<file path="src/rtl/maxnet_pkg.sv">
`default_nettype none
// ============================================================================
// Module   : maxnet_pkg
// Purpose  : Shared FSM state encoding and default sizes for the maxnet arbiter.
// Revision : 1.0 - initial release
// ============================================================================
package maxnet_pkg;

    localparam int c_max_iter_default = 64;
    localparam int c_dw_default       = 32;

    typedef enum logic [1:0] {
        ST_IDLE = 2'd0,
        ST_LOAD = 2'd1,
        ST_ITER = 2'd2,
        ST_RESP = 2'd3
    } state_t;

endpackage
`default_nettype wire

</file>
<file path="src/rtl/maxnet_rr_arb.sv">
`default_nettype none
// ============================================================================
// Module   : maxnet_rr_arb
// Purpose  : Two-way round-robin pick; the last-owner register is the owner.
// Revision : 1.0 - initial release
// ============================================================================
module maxnet_rr_arb (
    input  logic clk,
    input  logic rst,
    input  logic req0,
    input  logic req1,
    input  logic arb_en,
    output logic owner
);

    logic r_last;
    logic w_pick;

    // On a tie the requester not granted last wins; reset value 1 favours req0.
    assign w_pick = (req0 && req1) ? ~r_last : req1;

    always_ff @(posedge clk) begin
        if (rst) begin
            r_last <= 1'b1;
        end else if (arb_en && (req0 || req1)) begin
            r_last <= w_pick;
        end
    end

    assign owner = r_last;

endmodule
`default_nettype wire

</file>
<file path="src/rtl/maxnet_arbiter.sv">
`default_nettype none
// ============================================================================
// Module   : maxnet_arbiter
// Purpose  : Shares one maxnet datapath between two requesters, with timeout.
// Revision : 1.0 - initial release
// ============================================================================
module maxnet_arbiter
    import maxnet_pkg::*;
#(
    parameter int MAX_ITER = c_max_iter_default,
    parameter int DW       = c_dw_default
) (
    input  logic          clk,
    input  logic          rst,
    input  logic          req0,
    input  logic          req1,
    output logic          gnt0,
    output logic          gnt1,
    output logic          done0,
    output logic          done1,
    output logic          err,
    output logic [DW-1:0] result,
    output logic          load_a,
    output logic          load_sel,
    input  logic          is_finished,
    input  logic [DW-1:0] dp_res
);

    localparam int                 c_cnt_w    = $clog2(MAX_ITER + 1);
    localparam logic [c_cnt_w-1:0] c_cnt_last = c_cnt_w'(MAX_ITER - 1);

    state_t               r_state;
    state_t               w_next;
    logic [c_cnt_w-1:0]   r_cnt;
    logic [DW-1:0]        r_result;
    logic                 r_err;
    logic                 w_owner;
    logic                 w_arb_en;
    logic                 w_timeout;

    maxnet_rr_arb u_rr_arb (
        .clk    (clk),
        .rst    (rst),
        .req0   (req0),
        .req1   (req1),
        .arb_en (w_arb_en),
        .owner  (w_owner)
    );

    assign w_timeout = (r_cnt == c_cnt_last);

    always_ff @(posedge clk) begin
        if (rst) begin
            r_state <= ST_IDLE;
        end else begin
            r_state <= w_next;
        end
    end

    always_comb begin
        w_next   = r_state;
        w_arb_en = 1'b0;
        load_a   = 1'b0;
        load_sel = 1'b0;
        gnt0     = 1'b0;
        gnt1     = 1'b0;
        done0    = 1'b0;
        done1    = 1'b0;
        case (r_state)
            ST_IDLE: begin
                w_arb_en = 1'b1;
                if (req0 || req1) begin
                    w_next = ST_LOAD;
                end
            end
            ST_LOAD: begin
                load_a = 1'b1;
                w_next = ST_ITER;
            end
            ST_ITER: begin
                load_a   = ~is_finished;
                load_sel = 1'b1;
                if (is_finished || w_timeout) begin
                    w_next = ST_RESP;
                end
            end
            ST_RESP: begin
                done0  = ~w_owner;
                done1  = w_owner;
                w_next = ST_IDLE;
            end
            default: w_next = ST_IDLE;
        endcase
        if (r_state != ST_IDLE) begin
            gnt0 = ~w_owner;
            gnt1 = w_owner;
        end
    end

    // Counter holds the number of ITER cycles already completed in this job.
    always_ff @(posedge clk) begin
        if (rst) begin
            r_cnt    <= '0;
            r_result <= '0;
            r_err    <= 1'b0;
        end else begin
            case (r_state)
                ST_LOAD: r_cnt <= '0;
                ST_ITER: begin
                    r_cnt <= r_cnt + 1'b1;
                    if (is_finished) begin
                        r_result <= dp_res;
                        r_err    <= 1'b0;
                    end else if (w_timeout) begin
                        r_result <= '0;
                        r_err    <= 1'b1;
                    end
                end
                default: ;
            endcase
        end
    end

    assign result = r_result;
    assign err    = r_err;

endmodule
`default_nettype wire

</file>
<file path="config.mk">
export PLATFORM = sky130hd
export DESIGN_NAME = maxnet_arbiter
export DESIGN_NICKNAME = d
export VERILOG_FILES = /design/src/rtl/maxnet_pkg.sv /design/src/rtl/maxnet_rr_arb.sv /design/src/rtl/maxnet_arbiter.sv
export SDC_FILE = /design/constraint.sdc
export NUM_CORES = 1
export LEC_CHECK = 0
export CORE_MARGIN = 10
export CORE_UTILIZATION = 45
export CTS_CLUSTER_DIAMETER = 50
export CTS_CLUSTER_SIZE = 20
export DETAILED_ROUTE_END_ITERATION = 10
export PLACE_DENSITY = 0.8
export SLEW_MARGIN = 25
export SYNTH_ARGS = -nofsm -noshare
export SYNTH_HDL_FRONTEND = slang
export SYNTH_SLANG_ARGS = --single-unit
</file>
<file path="constraint.sdc">
create_clock -name clk -period 2.12 [get_ports clk]
set_input_delay 0.424 -clock clk [delete_from_list [all_inputs] [get_ports clk]]
set_output_delay 0.424 -clock clk [all_outputs]
set_load 0.05 [all_outputs]
</file>
==> flow_summary.json <==
{
  "finalMaxSlewViolations": 0,
  "antenna_cells": 0,
  "clk_share_pct": 3.369,
  "aoi_share_pct": 34.07,
  "r2r-end": "result[28]",
  "ys_types": 33,
  "grt_pass1_vias": 1817,
  "syn_area_um2": 2137,
  "cts_max_level": 2,
  "cp-end-kind": "primary output",
  "synthMuxAreaShare_pct": 0,
  "seq_cell_count": 43,
  "dr.pass1.iters": 4,
  "criticalPathCategory": "register to primary output",
  "status": "finished, final reports clean",
  "clk_pin_slew_ns": 0.08,
  "period_needed_ns": 1.952,
  "worstPathRequired_ns": 1.70,
  "crit_start": "r_state[0]",
  "fmax_mhz": 512.2,
  "layout_top_cells": "clkdlybuf4s50_1, dfxtp_1, nand2_1",
  "synth.cellmix.simpleShare_pct": 15.05,
  "clock.latency.late_pin_ns": 0.29,
  "arrival_ns": 1.53,
  "logic_family": "AND-OR/OR-AND gates",
  "path_cells": "inv_1 -> ha_2 -> nor2b_1 -> nor2_1 -> nor2_4 -> buf_12",
  "ctsLongestPathBuffers": 2,
  "timing.final.crit_share_pct": 92.09,
  "adder_share_pct": 2.927,
  "grt_max_degree": 47,
  "ff_type": "dfxtp_1",
  "tritoncts": "yes",
  "hold_viol_final": 0,
  "postSynthSeqShare_pct": 40.28,
  "maxUsedRoutingLayer": "met4",
  "postLayoutCellArea_um2": 3045,
  "crit_fanout": 4,
  "syn_avg_cell_area_um2": 9.626,
  "use_met2_pct": 21.41,
  "drt-initial-drc-count": 104,
  "crit_end": "load_a",
  "grt_overflow": 0,
  "max_stage_delay_ns": 0.40,
  "layout.nets": 333,
  "vias_per_cell": 5.475,
  "dr_wl_met3_um": 492,
  "rsz0062_at_grt": "false",
  "largestClassByArea": "multi-input combinational cells",
  "n_all_buffers": 82,
  "tightest_slew_ns": 0.5362,
  "topCellsByArea": "dfxtp_1, a311oi_2, a21oi_1, nand2_1, ha_1",
  "place_ws_ns": 0.2377,
  "syn_inst": 222,
  "comb_cells": 154,
  "sh_comb_area_pct": 37.76,
  "nClkBuffers": 6,
  "maxCapViolCount": 0,
  "start_kind": "register",
  "ctsResizeCount": 0,
  "worst-path-stages": 6,
  "rows": 25,
  "synth-xor-area-share_pct": 1.230,
  "fin_ws_ns": 0.1676,
  "fin_cells": 345,
  "netlist.top_cell.by_area": "dfxtp_1",
  "area_growth_pct": 42.51,
  "worstReg2RegStart": "r_cnt[0]",
  "p_total_mw": 3.164,
  "postCtsSetupBuffers": 0,
  "tns_ns": 0,
  "nFillCells": 397,
  "antenna_found_initial": 0,
  "buf_share_pct": 27.77,
  "wl_met1_um": 2432,
  "r2r_cells": 4,
  "num_io_pins": 76,
  "drive_gt1_share_pct": 18.56,
  "postRouteAntennaNets": 0,
  "crit_slowest_cell": "dfxtp_1",
  "met3_usage_pct": 5.925,
  "dpl.cell_count": 338,
  "hold_class": "input port to register",
  "postSynthNetCount": 264,
  "gp_congestion": 0.7600,
  "fp_util_pct": 45.85,
  "busiest_layer": "met2",
  "dp_hpwl_um": 3957,
  "postCtsHoldBufs": 0,
  "slew_headroom_pct": 64.14,
  "critPathTopFamily": "flip-flops",
  "synth-seq-cells": 43,
  "grt_pass1_wl_um": 8887,
  "yosysWarnings": 0,
  "power_leakage_nw": 0.9496,
  "grt_util_met1_pct": 16.92,
  "portBuffers": 75,
  "skew_ns": 0.003668,
  "cts-buffers-inserted": 5,
  "final-comb-area_um2": 1150,
  "inverters": 5,
  "placed_area_um2": 2943,
  "fp.dieH_um": 88.91,
  "die_x_um": 88.91,
  "yosysChipArea_um2": 2137,
  "wl_met2_um": 2463,
  "async_flop_share_pct": 0,
  "synth_top_cell_by_count": "dfxtp_1",
  "powerDensity_nw_per_um2": 1039,
  "path_buffers": 2,
  "ys_cells": 222,
  "top_cell_area_share_pct": 40.28,
  "setup_viol": 0,
  "min_path_cells": 2,
  "hold_ws_ns": 0.5032,
  "tool_warnings": 29,
  "r2r_slack_ns": 0.34,
  "lay_top_count": "clkdlybuf4s50_1",
  "edf_count": 0,
  "root_buffer": "clkbuf_8",
  "cts.sinks": 43,
  "drc": 0,
  "ir_drop_uv": 620.9,
  "yosys-top-cells-count": "dfxtp_1, nand2_1, a21oi_1",
  "fp.dieArea_um2": 7905
}
[worst min-delay path by stage]
stage | startpoint | end
detailed placement | r_cnt[1] | r_cnt[1]
finish | rst | result[30]
global route | rst | result[2]
floorplan | r_cnt[1] | r_cnt[1]
global placement | r_cnt[1] | r_cnt[1]
CTS | rst | result[30]
[power breakdown]
part	internal, mW	total (mW)	switching (mW)	leakage (nW)
Sequential	0.901	0.965	0.0646	0.348
Combinational	0.608	1.59	0.984	0.550
Clock	0.345	0.607	0.262	0.0513
[flip-flops by register name, indices dropped and copies added, names as in the netlist]
signal,flops
result,32
err,1
u_rr_arb.owner,1
r_cnt,7
r_state,2
route_heat.png
Scale bar: 20 um. 18 x 18 tiles, from black (low) to pale yellow (high), scaled to the fullest tile. Values are wire area over tile area, all layers added.
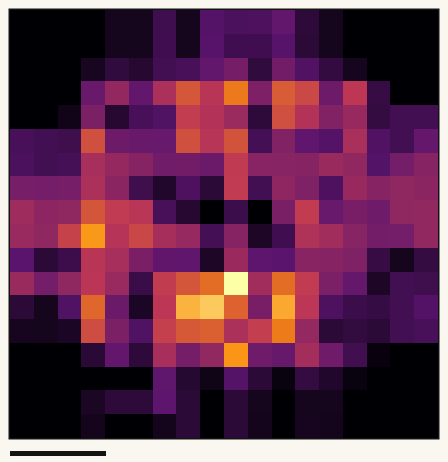
- tiles over half the peak: 11%
- densest ninth of the die: middle left
- fullest tile: 0.48
- mean over tiles: 0.11
Routed WL: 5463 um
total track usage: 14.00%
vias post-DR: 1,889
WL/cell: 15.83 um

class_map.png
Fill, decap, tap and diode cells in gray.
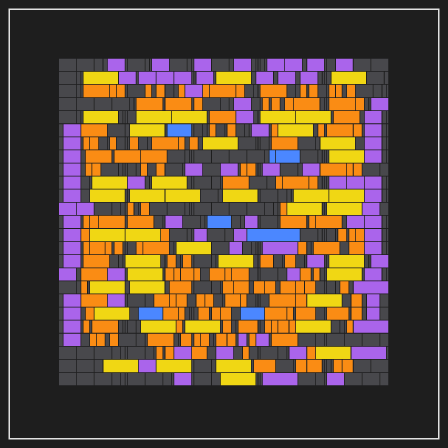
- remaining logic cells: orange (cells 159)
- registers: yellow (cells 43)
- remaining buffers and delay cells: purple (cells 82)
- clock drivers and dummy loads: blue (cells 7)
Util after Layout: 65.34%
sequential share of cell area: 28.27%

ff_map.png
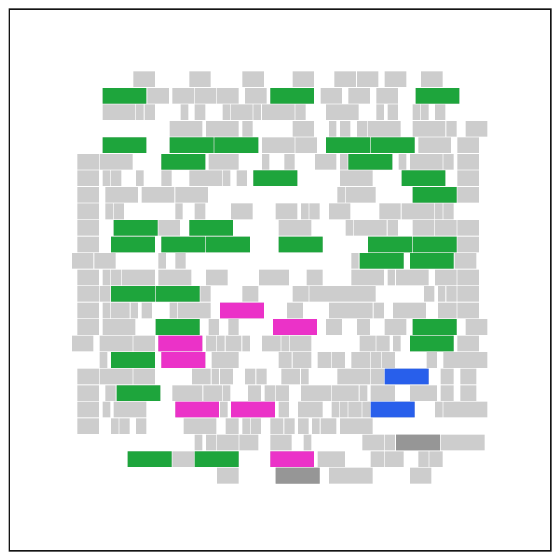
- r_cnt: magenta (placed flops 7)
- r_state: blue (placed flops 2)
- result: green (placed flops 32)
- not colored: 2
register area: 860.8 um^2
Seq group: 0.965 mW

closeup.png
Scale bar: 20 um. Window x 0 to 50, y 0 to 50 um. Cells in gray, sequential cells in the stronger gray; small squares are vias.
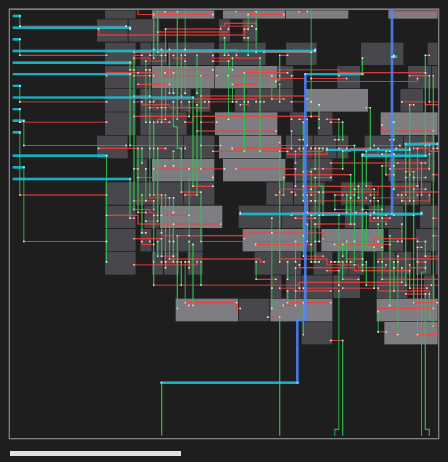
- M1: red
- M4: blue
- M2: green
- M3: cyan
- netlist names of flops here include: r_cnt (7), result (7)
- cells with their middle in the window: 100
- most frequent: clkdlybuf4s50_1 (18), dfxtp_1 (15), nand2_1 (13)
- sequential cells in the window: 15

placed.png
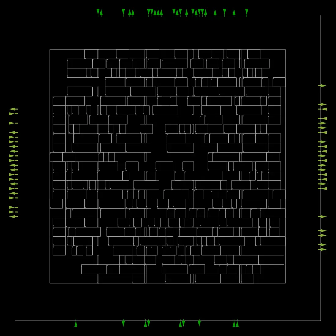
Tap Cells: 54
core area: 4661 um^2

Power is estimated from default activity; no workload was simulated.
